==> config.mk <==
export PLATFORM = sky130hd
export DESIGN_NAME = fir_in_ctrl_flat
export DESIGN_NICKNAME = d
export VERILOG_FILES = /design/src/rtl/fir_pkg.sv /design/src/rtl/fir_in_ctrl_if.sv /design/src/rtl/fir_in_fifo.sv /design/src/rtl/fir_in_ctrl.sv /design/src/flat_wrapper.sv
export SDC_FILE = /design/constraint.sdc
export NUM_CORES = 1
export LEC_CHECK = 0
export CELL_PAD_IN_SITES_DETAIL_PLACEMENT = 0
export CELL_PAD_IN_SITES_GLOBAL_PLACEMENT = 1
export CORE_ASPECT_RATIO = 0.75
export CORE_UTILIZATION = 52
export DETAILED_ROUTE_END_ITERATION = 6
export PLACE_DENSITY_LB_ADDON = 0.1
export SETUP_SLACK_MARGIN = 0.05
export SLEW_MARGIN = 20
export SYNTH_ARGS = -nofsm -noshare
export SYNTH_HDL_FRONTEND = slang
export SYNTH_SLANG_ARGS = --single-unit
==> constraint.sdc <==
create_clock -name clk -period 3.7 [get_ports clk]
set_input_delay 1.11 -clock clk [delete_from_list [all_inputs] [get_ports clk]]
set_output_delay 1.11 -clock clk [all_outputs]
set_load 0.01 [all_outputs]
run_1/drive_strength.png
Drawn at 4 px/um.
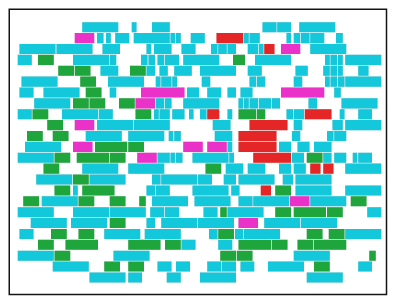
Key: drive 2 = green [cells 59, most used mux2_2]; drive 1 or less = cyan [cells 200, most used dfrtp_1]; drive 6 and up = magenta [cells 12, most used clkbuf_8]; drive 3 to 4 = red [cells 11]
Area growth syn-to-layout: 15.79%
fin area: 3816 um^2
post-route setup slack: 447.0 ps
layout buffer count excluding clock buffers: 27

run_1/gate_families.png
Drawn at 4 px/um.
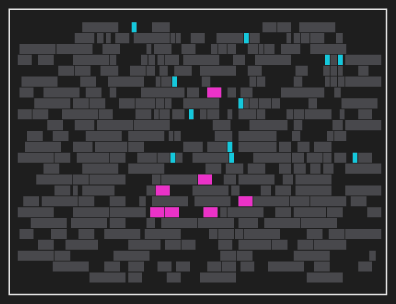
Key: inverters = cyan [cells 11]; AND-OR and OR-AND gates = magenta [cells 7]
Top cell excl fill/tap: dfrtp_1
Non-Filler Instances: 360
Comb/total area: 41.28%

run_1/met3.png
Drawn at 3 px/um.
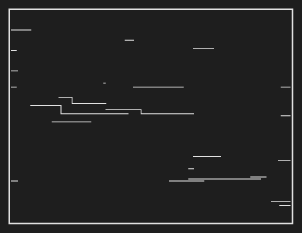
The wires run mostly horizontal. The layer holds 3.2% of the routed length. The layer carries 207 um of wire. 17 nets have wire on it. The longest straight run is 23.9 um.
global-route met3 utilization: 4.839%
via count: 2,118
DRT Wirelength: 6525 um

run_1/met2.png
Drawn at 3 px/um. Cells faint in the background.
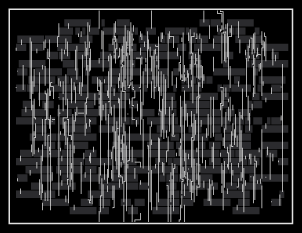
259 nets have wire on it. The layer carries 2,880 um of wire.
met2 GRT Util: 31.63%

==> results.sh, run 1 <==
# flow metrics
export IMPL_outcome="finished, final reports clean"
export IMPL_cp_depth=4
export IMPL_yosysMostFrequentCell="dfrtp_1"
export IMPL_clk_path_buf_depth=2
export IMPL_synth_stat_cells=251
export IMPL_pg_seq_mw=1.25
export IMPL_maxSlewHeadroom_pct=59.72
export IMPL_clkCellAreaFrac_pct=5.771
export IMPL_final_cell_mix="dfrtp_1, mux2_2, clkdlybuf4s50_1"
export IMPL_max_vdd_ir_drop_uv=439.4
export IMPL_yosys_area_share_adder_pct=3.797
export IMPL_warnings=33
export IMPL_min_path_type="reg2reg"
export IMPL_die_height_um=70.95
export IMPL_pwr_share_seq_pct=38.0
export IMPL_num_clock_buffers=11
export IMPL_yosys_stat_area_um2=3296
export IMPL_place_congestion=0.7726
export IMPL_fin_crit_ps=3253
export IMPL_worst_ep_arrival_time_ps=2140
export IMPL_via_per_inst=5.883
export IMPL_root_buffer="clkbuf_8"
export IMPL_drtIter0Drc=83
export IMPL_top_layer="met4"
export IMPL_grt_overflow=0
export IMPL_worstPathRequired_ps=2590
export IMPL_p_sw_share_pct=33.34
export IMPL_grt_max_degree=47
export IMPL_grt_total_usage_pct=22.14
export IMPL_r2r_cells=4
export IMPL_grtUsageMet1_pct=33.83
export IMPL_grt_antenna_before_repair=0
export IMPL_syn_inst=251
export IMPL_grt_pass1_vias=2072
export IMPL_skew_ps=9.838
export IMPL_cts_tree="built"
export IMPL_setup_violations_final=0
export IMPL_placed_cells=344
export IMPL_final_nets=299
export IMPL_pg_comb_mw=1.38
==> inputs of run 2 (changes only) <==
--- a/config.mk
+++ b/config.mk
@@ -5,10 +5,12 @@
 export SDC_FILE = /design/constraint.sdc
 export NUM_CORES = 1
 export LEC_CHECK = 0
+export ABC_CLOCK_PERIOD_IN_PS = 3700
 export CELL_PAD_IN_SITES_DETAIL_PLACEMENT = 0
 export CELL_PAD_IN_SITES_GLOBAL_PLACEMENT = 1
 export CORE_ASPECT_RATIO = 0.75
-export CORE_UTILIZATION = 52
+export CORE_UTILIZATION = 54
+export CTS_BUF_LIST = sky130_fd_sc_hd__clkbuf_8
 export DETAILED_ROUTE_END_ITERATION = 6
 export PLACE_DENSITY_LB_ADDON = 0.1
 export SETUP_SLACK_MARGIN = 0.05
run_2/met2.png
Drawn at 3 px/um. Cells faint in the background.
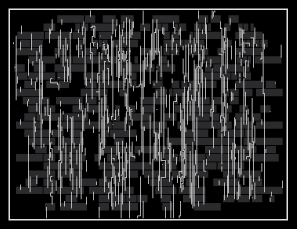
The layer carries 2,740 um of wire. The wires run mostly vertical. 257 nets have wire on it.
via count: 2,069
DRT Wirelength: 6367 um
met2 GRT Util: 32.17%

==> run 2 against run 1 <==
Effect of this change: global-route usage up 0.44 points; clock skew down 4.4 ps; flip-flop count unchanged; count of clock-buffer cells in the layout down 2.
==> results.sh, run 2 <==
# flow metrics
export IMPL_lay_top_count="dfrtp_1"
export IMPL_placed_cells=344
export IMPL_grt_max_degree=41
export IMPL_p_sw_share_pct=33.81
export IMPL_r2r_cells=6
export IMPL_grt_total_usage_pct=22.59
export IMPL_outcome="finished, final reports clean"
export IMPL_worst_ep_arrival_time_ps=2170
export IMPL_n_all_buffers=27
export IMPL_setup_violations_final=0
export IMPL_yosys_area_share_adder_pct=3.797
export IMPL_synth_stat_cells=251
export IMPL_pg_seq_mw=1.24
export IMPL_grt_antenna_before_repair=0
export IMPL_cp_depth=4
export IMPL_fin_crit_ps=3277
export IMPL_top_layer="met4"
export IMPL_fin_area_um2=3830
export IMPL_root_buffer="clkbuf_8"
export IMPL_via_per_inst=5.747
export IMPL_grtUsageMet1_pct=33.58
export IMPL_place_congestion=0.7476
export IMPL_final_cell_mix="dfrtp_1, mux2_2, clkdlybuf4s50_1"
export IMPL_pg_comb_mw=1.37
export IMPL_min_path_type="reg2reg"
export IMPL_skew_ps=5.473
export IMPL_cts_tree="built"
export IMPL_yosysMostFrequentCell="dfrtp_1"
run_2/gate_families.png
Drawn at 4 px/um.
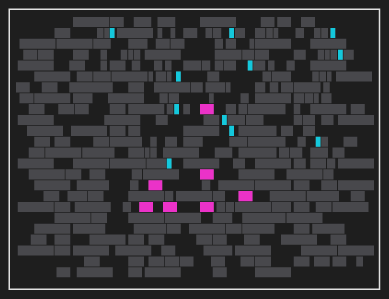
Key: inverters = cyan [cells 11]; AND-OR and OR-AND gates = magenta [cells 7]
Comb/total area: 41.00%

==> inputs of run 3 (changes only) <==
--- a/config.mk
+++ b/config.mk
@@ -12,6 +12,7 @@
 export CORE_UTILIZATION = 54
 export CTS_BUF_LIST = sky130_fd_sc_hd__clkbuf_8
 export DETAILED_ROUTE_END_ITERATION = 6
+export GPL_TIMING_DRIVEN = 0
 export PLACE_DENSITY_LB_ADDON = 0.1
 export SETUP_SLACK_MARGIN = 0.05
 export SLEW_MARGIN = 20
==> run 3 against run 2 <==
Effect of this change: worst setup slack worse by 140 ps; sequential power is essentially flat; register-to-register slack improved by 140 ps; synthesized area unchanged; clock power decreased by 8.6%; critical path depth increased by 2; power down 0.93%; wire length rose by 1.9%; combinational power rose by 4%; largest cell class unchanged.
==> results.sh, run 3 <==
# flow metrics
export IMPL_outcome="finished, final reports clean"
export IMPL_combAreaFraction_pct=40.84
export IMPL_final_cell_mix="dfrtp_1, mux2_2, clkdlybuf4s50_1"
export IMPL_root_buffer="clkbuf_8"
export IMPL_yosys_area_share_adder_pct=3.797
export IMPL_place_congestion=0.7266
export IMPL_p_int_mw=2.139
export IMPL_flop_count=65
export IMPL_grt_pass1_vias=2129
export IMPL_ys_flops=65
export IMPL_worst_ep_arrival_time_ps=2310
export IMPL_grt_antenna_before_repair=0
export IMPL_warnings=33
export IMPL_sh_seq_area_pct=42.17
export IMPL_critPathLaunchType="flop"
export IMPL_pg_comb_mw=1.42
export IMPL_setup_violations_final=0
export IMPL_antenna_diode_count=0
export IMPL_r2r_cells=8
export IMPL_flop_cell="dfrtp_1"
export IMPL_cp_cell_sequence="buf_2 -> xor2_1 -> or3_1 -> buf_2 -> inv_1 -> clkdlybuf4s50_1"
export IMPL_largest_area_cell="dfrtp_1"
export IMPL_nFillCells=449
export IMPL_skew_ps=7.169
export IMPL_lay_top_count="dfrtp_1"
export IMPL_top_layer="met4"
export IMPL_whs_ps=504.7
export IMPL_pg_seq_mw=1.22
export IMPL_fin_area_um2=3857
export IMPL_min_path_type="reg2reg"
export IMPL_h_tree_depth=3
export IMPL_critical_path_top_delay_family="buffers and inverters"
export IMPL_n_all_buffers=36
export IMPL_yosysMostFrequentCell="dfrtp_1"
export IMPL_grt_pass1_wl_um=11030
export IMPL_placed_cells=353
export IMPL_cts_tree="built"
export IMPL_grt_max_degree=49
export IMPL_area_share_nonclk_buffers_pct=8.109
export IMPL_core_area_um2=5856
export IMPL_fin_crit_ps=3419
export IMPL_met3_wirelength_um=314
export IMPL_endpoint_kind="output pin"
export IMPL_p_sw_share_pct=34.42
export IMPL_max_vdd_ir_drop_uv=361.7
export IMPL_rrSetupSlack_ps=1170
export IMPL_cp_depth=6
export IMPL_synth_stat_cells=251
export IMPL_edf_count=0
run_3/met2.png
Drawn at 3 px/um. Cells faint in the background.
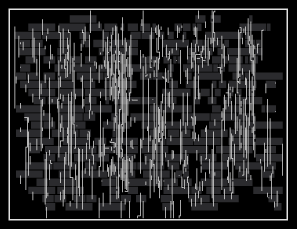
The layer carries 2,830 um of wire. 272 nets have wire on it. The wires run mostly vertical. The longest straight run is 35.0 um. The layer holds 44% of the routed length.
via count: 2,126
met2 GRT Util: 32.92%
DRT Wirelength: 6486 um

run_3/final_congestion.png
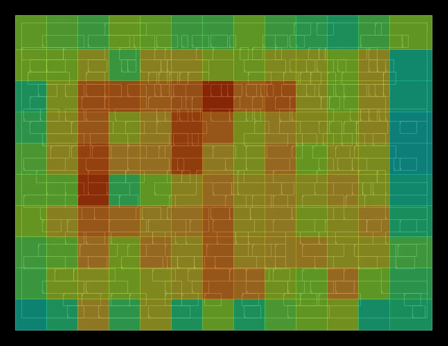
WL/cell: 17.58 um
M1 GR Usage: 33.95%
gr usage total: 23.07%

No activity file was given, so power comes from the tool's default toggle rates.
